**Metal layers overlaid**

Drawn at 6 px/micron. Two of the layers only.
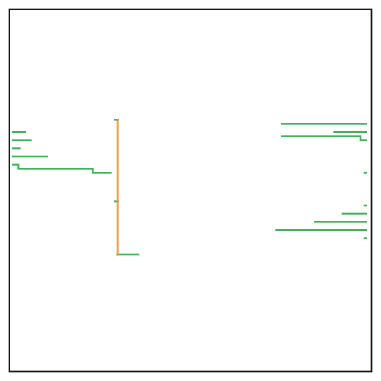
**Signal wires on met1**

Drawn at 6 px/micron. Supply wires on this layer in grey.
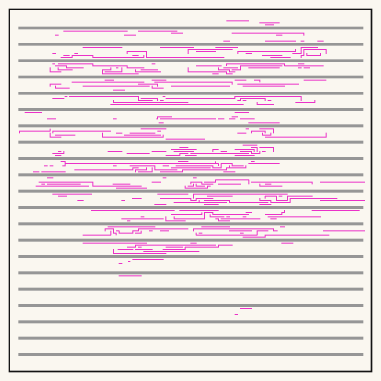
**Layout detail**

Window x 15 to 45, y 27 to 57 microns. Cells in grey, sequential cells in the stronger grey; small squares are vias.
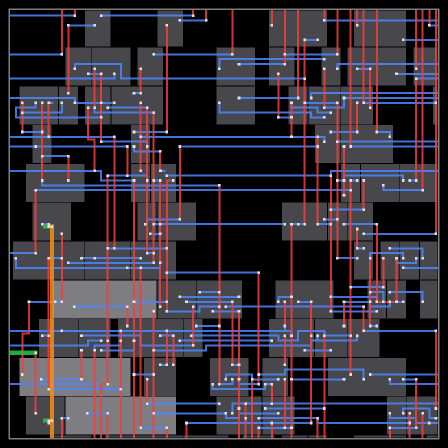
**Logic cells by family**

Drawn at 8 px/micron.
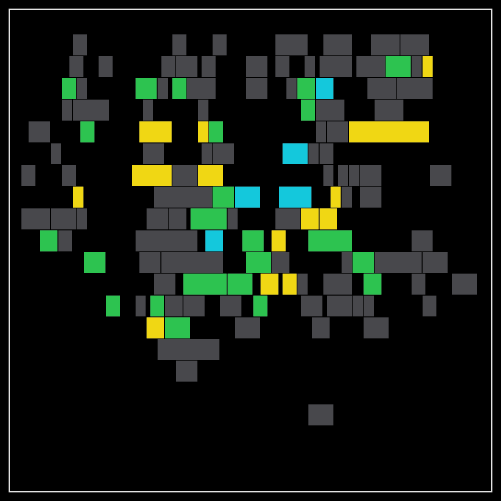
**Routing congestion map**

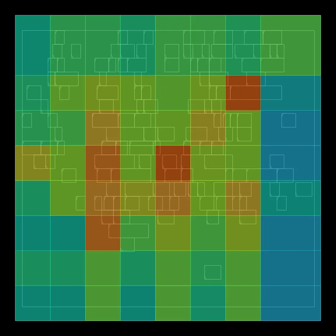
--- config.mk ---
export PLATFORM = sky130hd
export DESIGN_NAME = multicycle_controller
export DESIGN_NICKNAME = d
export VERILOG_FILES = /design/src/rtl/multicycle_controller.sv
export SDC_FILE = /design/constraint.sdc
export NUM_CORES = 1
export LEC_CHECK = 0
export CAP_MARGIN = 20
export CELL_PAD_IN_SITES_DETAIL_PLACEMENT = 0
export CELL_PAD_IN_SITES_GLOBAL_PLACEMENT = 2
export CORE_MARGIN = 1
export CORE_UTILIZATION = 18
export DETAILED_ROUTE_END_ITERATION = 8
export GPL_TIMING_DRIVEN = 0
export PLACE_DENSITY = 0.84
export SYNTH_ARGS = -nofsm -noshare
export SYNTH_HDL_FRONTEND = slang
export SYNTH_SLANG_ARGS = --single-unit
--- constraint.sdc ---
create_clock -name clk -period 1.9 [get_ports clk]
set_input_delay 0.38 -clock clk [delete_from_list [all_inputs] [get_ports clk]]
set_output_delay 0.38 -clock clk [all_outputs]
set_load 0.03 [all_outputs]
--- src/rtl/multicycle_controller.sv ---
// Control FSM for the 8-bit multicycle MIPS core; CTRL_ADDI_EN adds ADDI (rt <= rs + imm).
// Latency: Moore outputs per state, LB 8 / SB, R-type, ADDI 7 / BEQ, J 6 / illegal 5 cycles.
// Backpressure: none; one step per clock, and reset aborts the instruction and masks writes that cycle.
module multicycle_controller (
   input  logic       clk,
   input  logic       reset,
   input  logic [5:0] op,
   input  logic [5:0] funct,
   input  logic       zero,
   output logic       pcen,
   output logic       iord,
   output logic       memwrite,
   output logic [3:0] irwrite,
   output logic       regdst,
   output logic       memtoreg,
   output logic       regwrite,
   output logic       alusrca,
   output logic [1:0] alusrcb,
   output logic [2:0] alucont,
   output logic [1:0] pcsource,
   output logic       illegal_op
);

   localparam logic [5:0] OP_LB    = 6'b100000;
   localparam logic [5:0] OP_SB    = 6'b101000;
   localparam logic [5:0] OP_RTYPE = 6'b000000;
   localparam logic [5:0] OP_BEQ   = 6'b000100;
   localparam logic [5:0] OP_J     = 6'b000010;
`ifdef CTRL_ADDI_EN
   localparam logic [5:0] OP_ADDI  = 6'b001000;
`endif

   localparam logic [2:0] ALU_ADD = 3'b010;
   localparam logic [2:0] ALU_SUB = 3'b110;
   localparam logic [2:0] ALU_AND = 3'b000;
   localparam logic [2:0] ALU_OR  = 3'b001;
   localparam logic [2:0] ALU_SLT = 3'b111;

   typedef enum logic [3:0] {
      FETCH1  = 4'd0,
      FETCH2  = 4'd1,
      FETCH3  = 4'd2,
      FETCH4  = 4'd3,
      DECODE  = 4'd4,
      MEMADR  = 4'd5,
      LBRD    = 4'd6,
      LBWR    = 4'd7,
      SBWR    = 4'd8,
      RTYPEEX = 4'd9,
      RTYPEWR = 4'd10,
      BEQEX   = 4'd11,
      JEX     = 4'd12
`ifdef CTRL_ADDI_EN
      ,
      ADDIEX  = 4'd13,
      ADDIWR  = 4'd14
`endif
   } state_t;

   state_t     state_q;
   state_t     state_d;
   logic       pcwrite;
   logic       branch;
   logic [2:0] funct_alu;

   always_ff @(posedge clk) begin
      if (reset) begin
         state_q <= FETCH1;
      end else begin
         state_q <= state_d;
      end
   end

   always_comb begin
      funct_alu = ALU_ADD;
      case (funct)
         6'b100000: funct_alu = ALU_ADD;
         6'b100010: funct_alu = ALU_SUB;
         6'b100100: funct_alu = ALU_AND;
         6'b100101: funct_alu = ALU_OR;
         6'b101010: funct_alu = ALU_SLT;
         default:   funct_alu = ALU_ADD;
      endcase
   end

   always_comb begin
      state_d    = state_q;
      pcwrite    = 1'b0;
      branch     = 1'b0;
      iord       = 1'b0;
      memwrite   = 1'b0;
      irwrite    = 4'b0000;
      regdst     = 1'b0;
      memtoreg   = 1'b0;
      regwrite   = 1'b0;
      alusrca    = 1'b0;
      alusrcb    = 2'b00;
      alucont    = ALU_ADD;
      pcsource   = 2'b00;
      illegal_op = 1'b0;

      case (state_q)
         FETCH1: begin
            irwrite = 4'b0001;
            alusrcb = 2'b01;
            pcwrite = 1'b1;
            state_d = FETCH2;
         end
         FETCH2: begin
            irwrite = 4'b0010;
            alusrcb = 2'b01;
            pcwrite = 1'b1;
            state_d = FETCH3;
         end
         FETCH3: begin
            irwrite = 4'b0100;
            alusrcb = 2'b01;
            pcwrite = 1'b1;
            state_d = FETCH4;
         end
         FETCH4: begin
            irwrite = 4'b1000;
            alusrcb = 2'b01;
            pcwrite = 1'b1;
            state_d = DECODE;
         end
         DECODE: begin
            // Speculative branch target computed here so BEQEX can use ALUOUT.
            alusrcb = 2'b11;
            case (op)
               OP_LB, OP_SB: state_d = MEMADR;
               OP_RTYPE:     state_d = RTYPEEX;
               OP_BEQ:       state_d = BEQEX;
               OP_J:         state_d = JEX;
`ifdef CTRL_ADDI_EN
               OP_ADDI:      state_d = ADDIEX;
`endif
               default: begin
                  illegal_op = 1'b1;
                  state_d    = FETCH1;
               end
            endcase
         end
         MEMADR: begin
            alusrca = 1'b1;
            alusrcb = 2'b10;
            state_d = (op == OP_LB) ? LBRD : SBWR;
         end
         LBRD: begin
            alusrca = 1'b1;
            alusrcb = 2'b10;
            iord    = 1'b1;
            state_d = LBWR;
         end
         LBWR: begin
            memtoreg = 1'b1;
            regwrite = 1'b1;
            state_d  = FETCH1;
         end
         SBWR: begin
            alusrca  = 1'b1;
            alusrcb  = 2'b10;
            iord     = 1'b1;
            memwrite = 1'b1;
            state_d  = FETCH1;
         end
         RTYPEEX: begin
            alusrca = 1'b1;
            alucont = funct_alu;
            state_d = RTYPEWR;
         end
         RTYPEWR: begin
            // ALU kept live: write data comes straight from the ALU result.
            alusrca  = 1'b1;
            alucont  = funct_alu;
            regdst   = 1'b1;
            regwrite = 1'b1;
            state_d  = FETCH1;
         end
         BEQEX: begin
            alusrca  = 1'b1;
            alucont  = ALU_SUB;
            pcsource = 2'b01;
            branch   = 1'b1;
            state_d  = FETCH1;
         end
         JEX: begin
            pcsource = 2'b10;
            pcwrite  = 1'b1;
            state_d  = FETCH1;
         end
`ifdef CTRL_ADDI_EN
         ADDIEX: begin
            alusrca = 1'b1;
            alusrcb = 2'b10;
            state_d = ADDIWR;
         end
         ADDIWR: begin
            alusrca  = 1'b1;
            alusrcb  = 2'b10;
            regwrite = 1'b1;
            state_d  = FETCH1;
         end
`endif
         default: state_d = FETCH1;
      endcase

      pcen = pcwrite | (branch & zero);

      if (reset) begin
         state_d    = FETCH1;
         pcen       = 1'b0;
         iord       = 1'b0;
         memwrite   = 1'b0;
         irwrite    = 4'b0000;
         regdst     = 1'b0;
         memtoreg   = 1'b0;
         regwrite   = 1'b0;
         alusrca    = 1'b0;
         alusrcb    = 2'b00;
         alucont    = ALU_ADD;
         pcsource   = 2'b00;
         illegal_op = 1'b0;
      end
   end

endmodule

==> reports/metrics.cfg <==
[power]
p_leak_nw = 0.4065
internal_power_uw = 232.9
clkPwrFrac = 0.283
powerDensity_nw_per_um2 = 367.5

[setup_path]
endpoint_kind = output port
path_depth = 5
r2r_end = state_q[1]
required_ns = 1.52
worstPathArrival_ns = 1.58
crit_slowest_cell = dfxtp_2
path_class = reg2out

[run_status]
status = complete, but fails checks
violations = setup timing

[synth]
ys_async_sr_fraction = 0
edf_count = 0
ys.flops = 4
syn_inst = 92
synth.avg_cell_area_sq_um = 6.610

[final_layout]
largest_reg_flops = 4
lay_top_count = nor2_1
fin_area_sq_um = 1025

[final_timing]
tightestPinTransition_ns = 0.3682
finalWorstSetupSlack_ns = -0.05860
drv_slew = 0
period_minus_slack_ns = 1.959
finalSetupViolations = 2
relSlewSlack = 0.7540

[drt]
drc = 0
drtIter0Drc = 28
firstDrtPassIters = 4
ant_nets = 0

[placed_design]
gp_congestion = 0.8046

[die]
io_pins = 34

[flow_run]
warnings = 28

[cts]
clk_latency_ns = 0.24

[global_route]
grt_pass1_vias = 751

-- 'metal layers overlaid' (at the start) --
legend:
  green:
    layer: met3
    wire_length: 95.7 microns
  orange:
    layer: met4
    wire_length: 22.4 microns
wire length per cell: 12.50 microns
final wirelength: 2.163 mm
GRT Util Overall: 0.1267
vias: 806

-- 'signal wires on met1' (at the start) --
main direction: horizontal
longest straight run: 25.5 microns
share of all routed wire: 52%
nets with wire on the layer: 127

-- 'layout detail' (at the start) --
legend:
  blue:
    layer: met1
  orange:
    layer: met4
  green:
    layer: met3
  red:
    layer: met2
cells with their middle in the window: 64
sequential cells in the window: 3
most frequent: nor2_1 (11), buf_4 (6), clkbuf_2 (5)
netlist names of flops here include: state_q (3)

-- 'logic cells by family' (at the start) --
legend:
  green:
    family: inverting AOI/OAI gates
    cells: 23
    most_used: a21oi_1
  cyan:
    family: AND and OR gates
    cells: 5
    where: centre
  yellow:
    family: NAND gates
    cells: 14
    most_used: nand2_1

-- 'routing congestion map' (at the start) --
met3 usage: 0.02597
grt peak-use layer: met1
Post-Route Utilization: 0.3276
met2 Usage GRT: 0.1758

-- worst register-to-register path, delay by kind of cell, from the launching register on --
family | cells | cell delay, ns
AND/OR/NAND/NOR | 1 | 0.33
buffers and inverters | 1 | 0.22
flip-flops | 1 | 0.38
AND-OR/OR-AND | 2 | 0.29
-- power groups by stage --
stage	Clock, mW	Sequential, mW	Combinational, mW
after floorplan	0	0.0937	0.0968
after global placement	0	0.0946	0.172
after detailed placement	0	0.0950	0.173
after CTS	0.112	0.0982	0.164
after global routing	0.118	0.0997	0.186
final	0.107	0.0988	0.171
-- cells by family (layout without fill, tap and decap cells) --
family / after synthesis / after routing / synth area share
AND-OR/OR-AND: 25 / 25 / 0.3045
XOR/XNOR: 1 / 1 / 0.01441
buffers and inverters: 11 / 48 / 0.07201
flip-flops: 4 / 4 / 0.1317
multiplexers: 1 / 1 / 0.01646
AND/OR/NAND/NOR: 50 / 50 / 0.4609
-- stage by stage --
step                hold slack [ns]  utilization  setup slack [ns]
detailed placement           0.6849       0.3228           -0.8224
global route                 0.5469       0.3276           -0.1073
global placement             0.6780       0.3228           -0.8090
floorplan                    0.4560            -         0.0006120
finish                       0.5268       0.3276          -0.05860
CTS                          0.5243       0.3304          -0.08127
-- synth_stat cells (2+ instances only) --
| library cell | n | area share |
|---|---|---|
| dfxtp_1 | 4 | 0.13 |
| o22a_1 | 2 | 0.029 |
| a21oi_1 | 5 | 0.041 |
| o21ai_0 | 3 | 0.025 |
| buf_2 | 2 | 0.016 |
| a2111oi_0 | 2 | 0.029 |
| nand2_1 | 5 | 0.031 |
| nand3_1 | 2 | 0.016 |
| inv_1 | 5 | 0.031 |
| nor3b_1 | 3 | 0.037 |
| or3_1 | 2 | 0.021 |
| nand2b_1 | 4 | 0.041 |
| clkbuf_1 | 4 | 0.025 |
| a211oi_1 | 4 | 0.049 |
| nor2_1 | 18 | 0.11 |
| o22ai_1 | 2 | 0.021 |
| nor2b_1 | 4 | 0.041 |
| nor3_1 | 3 | 0.025 |
-- routing by layer --
layer  vias to the layer above  part of all wire  GRT usage
li1                        414                 -          -
met1                       372              0.52     0.1902
met2                        17              0.42     0.1758
met3                         3             0.044    0.02597
met4                         0             0.010    0.03987
met5                         -                 0          0
-- final cells by class --
cell class | instances | area [sq um]
Buffer | 5 | 35.03
Clock buffer | 3 | 22.52
Sequential cell | 4 | 83.83
Tap cell | 44 | 55.05
Multi-Input combinational cell | 77 | 541.8
Timing Repair Buffer | 35 | 267.8
Inverter | 5 | 18.77
Fill cell | 350 | 2103
-- worst min path at each step --
stage / start / end / slack, ns / cells past startpoint
global route: reset / state_q[2] / 0.55 / 2
detailed placement: state_q[1] / state_q[2] / 0.68 / 3
global placement: state_q[1] / state_q[2] / 0.68 / 3
finish: reset / state_q[2] / 0.53 / 2
floorplan: reset / state_q[2] / 0.46 / 1
CTS: reset / state_q[2] / 0.52 / 2
-- what timing repair did --
action	CTS	global route
pin swaps	4	1
setup buffers	2	0
gates resized	104	30
endpoints found under the setup margin	19	18
Power figures rest on the tool's default switching activity, not on a simulated workload.
